==> run_1/layer_met1.png <==
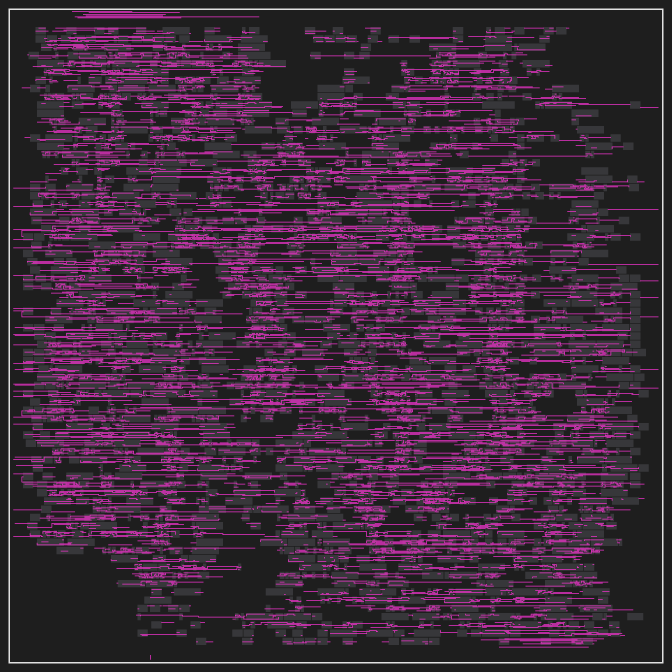
==> run_1/layer_met2.png <==
Bar = 50 um.
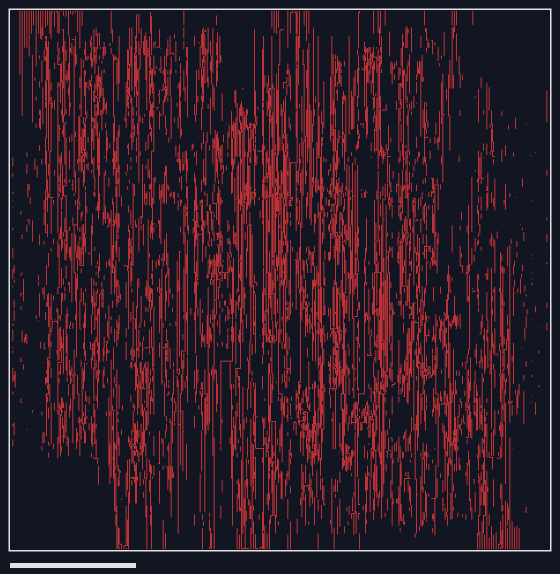
==> run_1/layer_met3.png <==
Bar = 50 um.
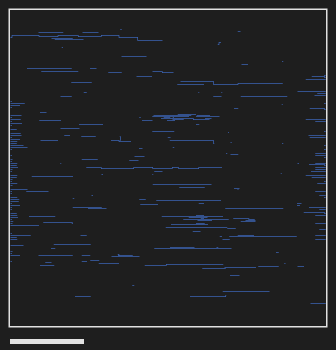
==> run_1/layer_met4.png <==
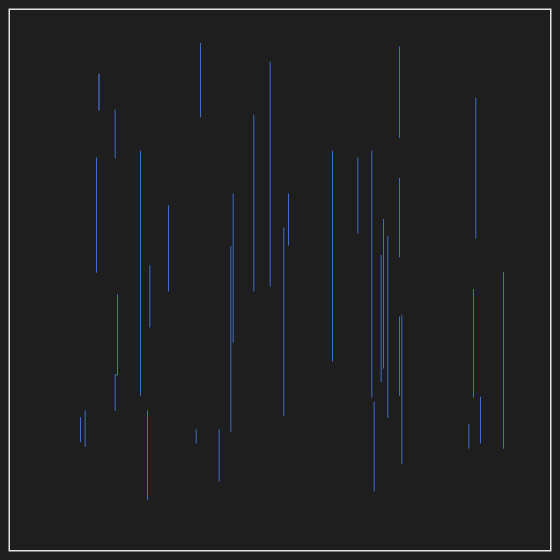
File: src/rtl/karat32_seq.sv
// Sequencer for a 32x32 unsigned multiply built from three passes through a
// shared 16x16 multiplier (hi, lo, middle) with Karatsuba reassembly.
module karat32_seq (
    input  logic        clk,
    input  logic        rst_n,
    input  logic        in_valid,
    output logic        in_ready,
    input  logic [31:0] in_a,
    input  logic [31:0] in_b,
    output logic        out_valid,
    input  logic        out_ready,
    output logic [63:0] out_p,
    output logic        mul_req,
    input  logic        mul_gnt,
    output logic [15:0] mul_a,
    output logic [15:0] mul_b,
    input  logic [31:0] mul_p,
    output logic        busy
);

    typedef enum logic [2:0] {
        S_IDLE,
        S_MUL_HI,
        S_MUL_LO,
        S_MUL_MID,
        S_DONE
    } state_t;

    state_t      state_q, state_d;
    logic [15:0] ah_q, ah_d, al_q, al_d, bh_q, bh_d, bl_q, bl_d;
    logic [16:0] sa_q, sa_d, sb_q, sb_d;
    logic [31:0] z2_q, z2_d, z0_q, z0_d;
    logic [63:0] out_p_q, out_p_d;

    // The middle pass only multiplies the low 16 bits of the 17-bit sums, so
    // the dropped carry bits are folded back in before subtracting z2 and z0.
    function automatic logic [63:0] karat_combine(
        input logic [31:0] z2,
        input logic [31:0] z0,
        input logic [31:0] mid,
        input logic [16:0] sa,
        input logic [16:0] sb
    );
        logic [63:0] z1;
        logic [63:0] m;
        z1 = {32'd0, mid};
        if (sa[16]) z1 = z1 + {32'd0, sb[15:0], 16'd0};
        if (sb[16]) z1 = z1 + {32'd0, sa[15:0], 16'd0};
        if (sa[16] & sb[16]) z1 = z1 + 64'h0000_0001_0000_0000;
        m = z1 - {32'd0, z2} - {32'd0, z0};
        return {z2, 32'd0} + (m << 16) + {32'd0, z0};
    endfunction

    always_comb begin
        state_d = state_q;
        ah_d    = ah_q;
        al_d    = al_q;
        bh_d    = bh_q;
        bl_d    = bl_q;
        sa_d    = sa_q;
        sb_d    = sb_q;
        z2_d    = z2_q;
        z0_d    = z0_q;
        out_p_d = out_p_q;
        mul_req = 1'b0;
        mul_a   = 16'd0;
        mul_b   = 16'd0;

        case (state_q)
            S_IDLE: begin
                if (in_valid) begin
                    ah_d    = in_a[31:16];
                    al_d    = in_a[15:0];
                    bh_d    = in_b[31:16];
                    bl_d    = in_b[15:0];
                    sa_d    = {1'b0, in_a[31:16]} + {1'b0, in_a[15:0]};
                    sb_d    = {1'b0, in_b[31:16]} + {1'b0, in_b[15:0]};
                    state_d = S_MUL_HI;
                end
            end
            S_MUL_HI: begin
                mul_req = 1'b1;
                mul_a   = ah_q;
                mul_b   = bh_q;
                if (mul_gnt) begin
                    z2_d    = mul_p;
                    state_d = S_MUL_LO;
                end
            end
            S_MUL_LO: begin
                mul_req = 1'b1;
                mul_a   = al_q;
                mul_b   = bl_q;
                if (mul_gnt) begin
                    z0_d    = mul_p;
                    state_d = S_MUL_MID;
                end
            end
            S_MUL_MID: begin
                mul_req = 1'b1;
                mul_a   = sa_q[15:0];
                mul_b   = sb_q[15:0];
                if (mul_gnt) begin
                    out_p_d = karat_combine(z2_q, z0_q, mul_p, sa_q, sb_q);
                    state_d = S_DONE;
                end
            end
            S_DONE: begin
                if (out_ready) state_d = S_IDLE;
            end
            default: state_d = S_IDLE;
        endcase
    end

    always_ff @(posedge clk or negedge rst_n) begin
        if (!rst_n) begin
            state_q <= S_IDLE;
            ah_q    <= 16'd0;
            al_q    <= 16'd0;
            bh_q    <= 16'd0;
            bl_q    <= 16'd0;
            sa_q    <= 17'd0;
            sb_q    <= 17'd0;
            z2_q    <= 32'd0;
            z0_q    <= 32'd0;
            out_p_q <= 64'd0;
        end else begin
            state_q <= state_d;
            ah_q    <= ah_d;
            al_q    <= al_d;
            bh_q    <= bh_d;
            bl_q    <= bl_d;
            sa_q    <= sa_d;
            sb_q    <= sb_d;
            z2_q    <= z2_d;
            z0_q    <= z0_d;
            out_p_q <= out_p_d;
        end
    end

    assign in_ready  = (state_q == S_IDLE);
    assign busy      = (state_q != S_IDLE);
    assign out_valid = (state_q == S_DONE);
    assign out_p     = out_p_q;

endmodule

File: config.mk
export PLATFORM = sky130hd
export DESIGN_NAME = karat32_seq
export DESIGN_NICKNAME = d
export VERILOG_FILES = /design/src/rtl/karat32_seq.sv
export SDC_FILE = /design/constraint.sdc
export NUM_CORES = 1
export LEC_CHECK = 0
export ABC_CLOCK_PERIOD_IN_PS = 10210
export CORE_MARGIN = 4
export CORE_UTILIZATION = 40
export CTS_CLUSTER_DIAMETER = 40
export DETAILED_ROUTE_END_ITERATION = 16
export GPL_TIMING_DRIVEN = 1
export PLACE_DENSITY = 0.59
export SLEW_MARGIN = 10
export SYNTH_ARGS = -nofsm -noshare
export SYNTH_HDL_FRONTEND = slang
export SYNTH_SLANG_ARGS = --single-unit
File: constraint.sdc
create_clock -name clk -period 10.21 [get_ports clk]
set_clock_uncertainty 0.15 [all_clocks]
set_input_delay 2.042 -clock clk [delete_from_list [all_inputs] [get_ports clk]]
set_output_delay 2.042 -clock clk [all_outputs]
set_load 0.01 [all_outputs]
==> flow_summary.html, run 1 <==
<h3>Run summary</h3>
<table>
<tr><th>Metric</th><th>Value</th></tr>
<tr><th colspan="2">Outcome</th></tr>
<tr><td>Outcome</td><td>complete, no violations</td></tr>
<tr><th colspan="2">Setup path</th></tr>
<tr><td>CP startpoint kind</td><td>primary input</td></tr>
<tr><td>Largest delay contributor family on the critical path</td><td>AND-OR/OR-AND gates</td></tr>
<tr><td>Launch point of the worst path</td><td>mul_p[17]</td></tr>
<tr><td>Crit path DRT</td><td>10490 ps</td></tr>
<tr><td>Crit Path Category</td><td>primary input to flop</td></tr>
<tr><td>Register-to-Register Path Depth</td><td>38</td></tr>
<tr><th colspan="2">Die</th></tr>
<tr><td>Total core area</td><td>approximately 42000 sq um</td></tr>
<tr><td>Die Area</td><td>about 46000 sq um</td></tr>
<tr><td>Standard-cell rows</td><td>around 75</td></tr>
<tr><th colspan="2">STA</th></tr>
<tr><td>Worst hold slack after final layout</td><td>about 320 ps</td></tr>
<tr><td>Unrepaired setup endpoints after global routing</td><td>no</td></tr>
<tr><td>Slew at the pin closest to its max-slew limit</td><td>957 ps</td></tr>
<tr><td>Number of max-slew violations in the final report</td><td>0</td></tr>
<tr><th colspan="2">Drt</th></tr>
<tr><td>Average detailed-routed wire length per instance</td><td>~18 um</td></tr>
<tr><th colspan="2">Finish</th></tr>
<tr><td>Final Net Count</td><td>2520</td></tr>
<tr><th colspan="2">Logic synthesis</th></tr>
<tr><td>Cell count after synthesis</td><td>~2000</td></tr>
<tr><td>Average cell area after synthesis</td><td>8.58 sq um</td></tr>
<tr><td>Yosys stat chip area</td><td>~17000 sq um</td></tr>
<tr><th colspan="2">Global route</th></tr>
<tr><td>GRT busiest layer</td><td>met2</td></tr>
</table>
-- layer_met1.png (at the start) --
longest straight run: 61.6 um
main direction: horizontal
final wirelength: 51.6 mm
met1 demand-to-capacity share in global routing: 0.303

-- layer_met2.png (at the start) --
wire length on this layer: 23.8 mm
main direction: vertical
longest straight run: 70.4 um
nets with wire on the layer: 2016
share of all routed wire: 46%
vias post-DR: 14800
met2 demand-to-capacity share in global routing: 0.363

-- layer_met3.png (at the start) --
wire length on this layer: 2320 um
share of all routed wire: 4.5%
nets with wire on the layer: 177
met3 track utilization from global routing: 0.0328

-- layer_met4.png (at the start) --
share of all routed wire: 3.0%
longest straight run: 97.9 um
nets with wire on the layer: 22

## run 1: cells by family (layout without fill, tap and decap cells)
| logic type | Yosys count | after routing | share of synthesized area |
|---|---|---|---|
| multiplexers | 70 | 70 | 0.0459 |
| XOR/XNOR | 114 | 114 | 0.0591 |
| AND-OR/OR-AND | 535 | 535 | 0.200 |
| buffers and inverters | 199 | 462 | 0.0437 |
| adder cells (fa/ha/maj) | 188 | 188 | 0.154 |
| AND/OR/NAND/NOR | 662 | 662 | 0.164 |
| flip-flops | 229 | 229 | 0.335 |
## run 1: worst register-to-register path: cells and delay by family, from the launching register on
| family | cells | cell delay, ps |
|---|---|---|
| xor+xnor | 4 | 530 |
| flops | 1 | 440 |
| fa+ha+maj | 6 | 2010 |
| simple gates | 6 | 640 |
| buf+inv | 4 | 550 |
| compound gates | 15 | 2710 |
| mux | 3 | 840 |
## run 1: metal layers
metal / vias up / routed length, um
met5: - / 0
met4: 0 / 1570
met3: 83 / 2320
met2: 323 / 23800
met1: 6928 / 24000
li1: 7424 / -
## run 1: final cells by class
type | instances | area [sq um]
clock buffers | 60 | 1270
clock inverters | 15 | 203
fillers | 4036 | 20600
inverters | 123 | 462
multi-input cells | 1569 | 10700
flip-flops and latches | 229 | 5730
well taps | 539 | 674
repair buffers | 264 | 2490
## run 1: state kept, by name, summed over array words and instances, names as in the netlist
name / count
ah_q: 16
al_q: 16
z2_q: 32
sb_q: 17
out_p: 64
bl_q: 16
sa_q: 17
state_q: 3
z0_q: 32
bh_q: 16
## run 1: through the flow
stage	worst slack, ps	util	setup TNS [ps]	instances
after floorplan	1130	-	0	1997
after global placement	57.8	0.476	0	2723
after detailed placement	-56.0	0.476	-145	2723
after CTS	481	0.511	0	2798
after global routing	182	0.511	0	2799
final	783	0.511	0	2799
## run 1: repair_timing
item / 4_1_cts / 5_1_grt
hold buffers: 0 / 0
buffers inserted: 0 / 1
endpoints found under the setup margin: 0 / 8
gates resized: 0 / 6
## run 1: placed cells by master (no fill, tap or decap), types with 33 or more instances in the layout
cell type / netlist / layout
sky130_fd_sc_hd__xnor2_1: 69 / 69
sky130_fd_sc_hd__fa_1: 37 / 37
sky130_fd_sc_hd__nand2_1: 409 / 408
sky130_fd_sc_hd__mux2_2: 68 / 68
sky130_fd_sc_hd__clkbuf_16: 0 / 46
sky130_fd_sc_hd__ha_1: 151 / 151
sky130_fd_sc_hd__a21oi_1: 97 / 97
sky130_fd_sc_hd__o21ai_0: 179 / 179
sky130_fd_sc_hd__a21o_1: 71 / 71
sky130_fd_sc_hd__clkdlybuf4s50_1: 0 / 198
sky130_fd_sc_hd__dfrtp_1: 229 / 229
sky130_fd_sc_hd__a22oi_1: 33 / 33
sky130_fd_sc_hd__inv_1: 123 / 123
sky130_fd_sc_hd__xor2_1: 44 / 44
sky130_fd_sc_hd__nor2_1: 107 / 106
sky130_fd_sc_hd__buf_4: 0 / 64
==> run 1 -> run 2 <==
ABC_CLOCK_PERIOD_IN_PS = 12100   (was 10210)
clock period = 12.1 ns   (was 10.21 ns; I/O delays follow)
==> flow_summary.html, run 2 <==
<h3>Run summary</h3>
<table>
<tr><th>Metric</th><th>Value</th></tr>
<tr><th colspan="2">Setup path</th></tr>
<tr><td>Crit Path Category</td><td>primary input to flop</td></tr>
<tr><td>Crit path DRT</td><td>around 12000 ps</td></tr>
<tr><td>Launch point of the worst reg-to-reg path</td><td>sb_q[0]$_DFFE_PN0P_</td></tr>
<tr><td>CP startpoint kind</td><td>primary input</td></tr>
<tr><td>Launch point of the worst path</td><td>mul_p[16]</td></tr>
<tr><th colspan="2">Logic synthesis</th></tr>
<tr><td>Multiplexer share</td><td>0.0459</td></tr>
<tr><td>XOR/XNOR Fraction of Synth Area</td><td>0.0591</td></tr>
<tr><td>Share of synthesized cell area in and, or, nand and nor gates</td><td>0.164</td></tr>
<tr><td>Yosys aoi share</td><td>0.200</td></tr>
<tr><td>Yosys stat chip area</td><td>about 17000 sq um</td></tr>
<tr><td>Cell count after synthesis</td><td>about 2000</td></tr>
<tr><td>Average cell area after synthesis</td><td>8.58 sq um</td></tr>
<tr><td>Dominant combinational family</td><td>AND-OR/OR-AND gates</td></tr>
<tr><td>Synth Area in Adders</td><td>0.154</td></tr>
<tr><th colspan="2">STA</th></tr>
<tr><td>Tightest slew margin relative to the limit</td><td>0.328</td></tr>
<tr><td>Fin worst setup slack</td><td>approximately 1600 ps</td></tr>
<tr><td>Number of max-slew violations in the final report</td><td>0</td></tr>
<tr><td>Slew at the pin closest to its max-slew limit</td><td>slightly above 1000 ps</td></tr>
<tr><td>Worst hold slack after final layout</td><td>315 ps</td></tr>
<tr><td>Unrepaired setup endpoints after global routing</td><td>no</td></tr>
<tr><td>Final setup TNS</td><td>0 ps</td></tr>
<tr><th colspan="2">Die</th></tr>
<tr><td>Total core area</td><td>42100 sq um</td></tr>
<tr><td>Standard-cell rows</td><td>approximately 75</td></tr>
<tr><td>Die Area</td><td>about 46000 sq um</td></tr>
<tr><th colspan="2">Clock tree</th></tr>
<tr><td>Post-CTS setup repair buffer count</td><td>0</td></tr>
<tr><td>Number of buffers inserted for hold repair after clock tree synthesis</td><td>0</td></tr>
<tr><td>Clock tree sinks</td><td>~230</td></tr>
<tr><td>Cts repair resizes</td><td>0</td></tr>
<tr><th colspan="2">Drt</th></tr>
<tr><td>Iteration count of the initial detailed-routing pass</td><td>5</td></tr>
<tr><td>Average detailed-routed wire length per instance</td><td>18.8 um</td></tr>
<tr><td>Initial DRC Count</td><td>roughly 1000</td></tr>
<tr><th colspan="2">Placement</th></tr>
<tr><td>Dpl ws</td><td>roughly 1100 ps</td></tr>
<tr><th colspan="2">Finish</th></tr>
<tr><td>Number of flip-flops in the largest register</td><td>64</td></tr>
<tr><td>Fill cell total of the finished layout</td><td>about 4000</td></tr>
<tr><td>Post-layout utilization of the core</td><td>0.506</td></tr>
<tr><td>Highest-count cells in the layout ignoring fill and taps</td><td>408 x sky130_fd_sc_hd__nand2_1, 229 x sky130_fd_sc_hd__dfrtp_1, 199 x sky130_fd_sc_hd__clkdlybuf4s50_1</td></tr>
<tr><td>Dominant logic cell type in the layout</td><td>sky130_fd_sc_hd__nand2_1</td></tr>
<tr><th colspan="2">Outcome</th></tr>
<tr><td>Outcome</td><td>complete, no violations</td></tr>
</table>
## run 2: cell counts after synthesis
No cell type changed its count.
## run 2: worst paths after layout
check / to / slack [ps] / depth (start not counted)
setup / recovery: out_p[63]$_DFFE_PN0P_ / 1640 / 37
setup reg to reg: out_p[63]$_DFFE_PN0P_ / 3690 / 36
hold / removal: ah_q[9]$_DFFE_PN0P_ / 320 / 2
hold reg to reg: ah_q[9]$_DFFE_PN0P_ / 320 / 2
max in group asynchronous: sb_q[9]$_DFFE_PN0P_ / 7860 / 3
min in group asynchronous: out_p[19]$_DFFE_PN0P_ / 1700 / 1
## run 2: logic make-up (layout without fill, tap and decap cells)
| kind of cell | Yosys count | count (layout) |
|---|---|---|
| flip-flops | 229 | 229 |
| adder cells (fa/ha/maj) | 188 | 188 |
| XOR/XNOR | 114 | 114 |
| AND/OR/NAND/NOR | 662 | 662 |
| AND-OR/OR-AND | 535 | 535 |
| multiplexers | 70 | 70 |
| buffers and inverters | 199 | 416 |
## run 2: layout make-up
cell class,instances,area (sq um),area share
clock buffers,52,1180,0.0555
clock inverters,27,470,0.0221
inverters,123,462,0.0217
multi-input cells,1569,10700,0.501
flip-flops and latches,229,5730,0.269
well taps,539,674,0.0316
repair buffers,214,2110,0.0991
## run 2: layer usage
layer | routed length, um | global-route usage | vias to the layer above
met5 | 0 | 0 | -
li1 | - | - | 7318
met1 | 23600 | 0.299 | 6929
met4 | 1570 | 0.0748 | 0
met3 | 2330 | 0.0342 | 71
met2 | 24300 | 0.371 | 353
## run 2: stage by stage
| step | area (sq um) | cells |
|---|---|---|
| 2_1_floorplan | 17100 | 1997 |
| 3_3_place_gp | 19700 | 2674 |
| 3_5_place_dp | 19700 | 2674 |
| 4_1_cts | 21300 | 2753 |
| 5_1_grt | 21300 | 2753 |
| 6_report | 21300 | 2753 |
## run 2: critical path: cells and delay by family
family / cells / cell delay, ps
buf+inv: 2 / 680
simple gates: 8 / 1100
fa+ha+maj: 6 / 1970
xor+xnor: 4 / 620
mux: 2 / 550
compound gates: 15 / 3410
==> run_2/layer_met3.png <==
Bar = 50 um.
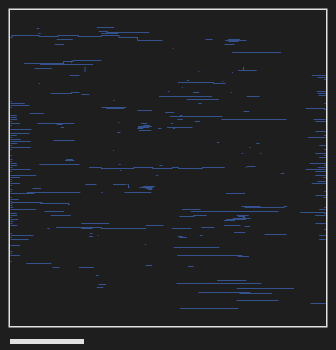
wire length on this layer: 2330 um
longest straight run: 59.3 um
nets with wire on the layer: 196
final wirelength: 51.8 mm
vias post-DR: 14700
met3 track utilization from global routing: 0.0342

==> run_2/layer_met2.png <==
Bar = 50 um.
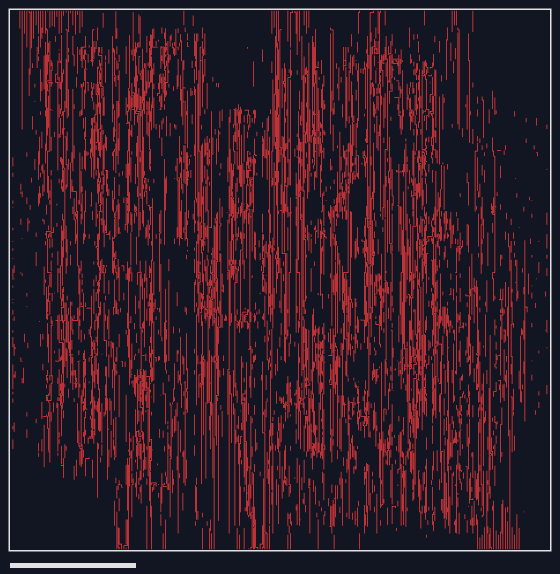
share of all routed wire: 47%
nets with wire on the layer: 1971
met2 demand-to-capacity share in global routing: 0.371

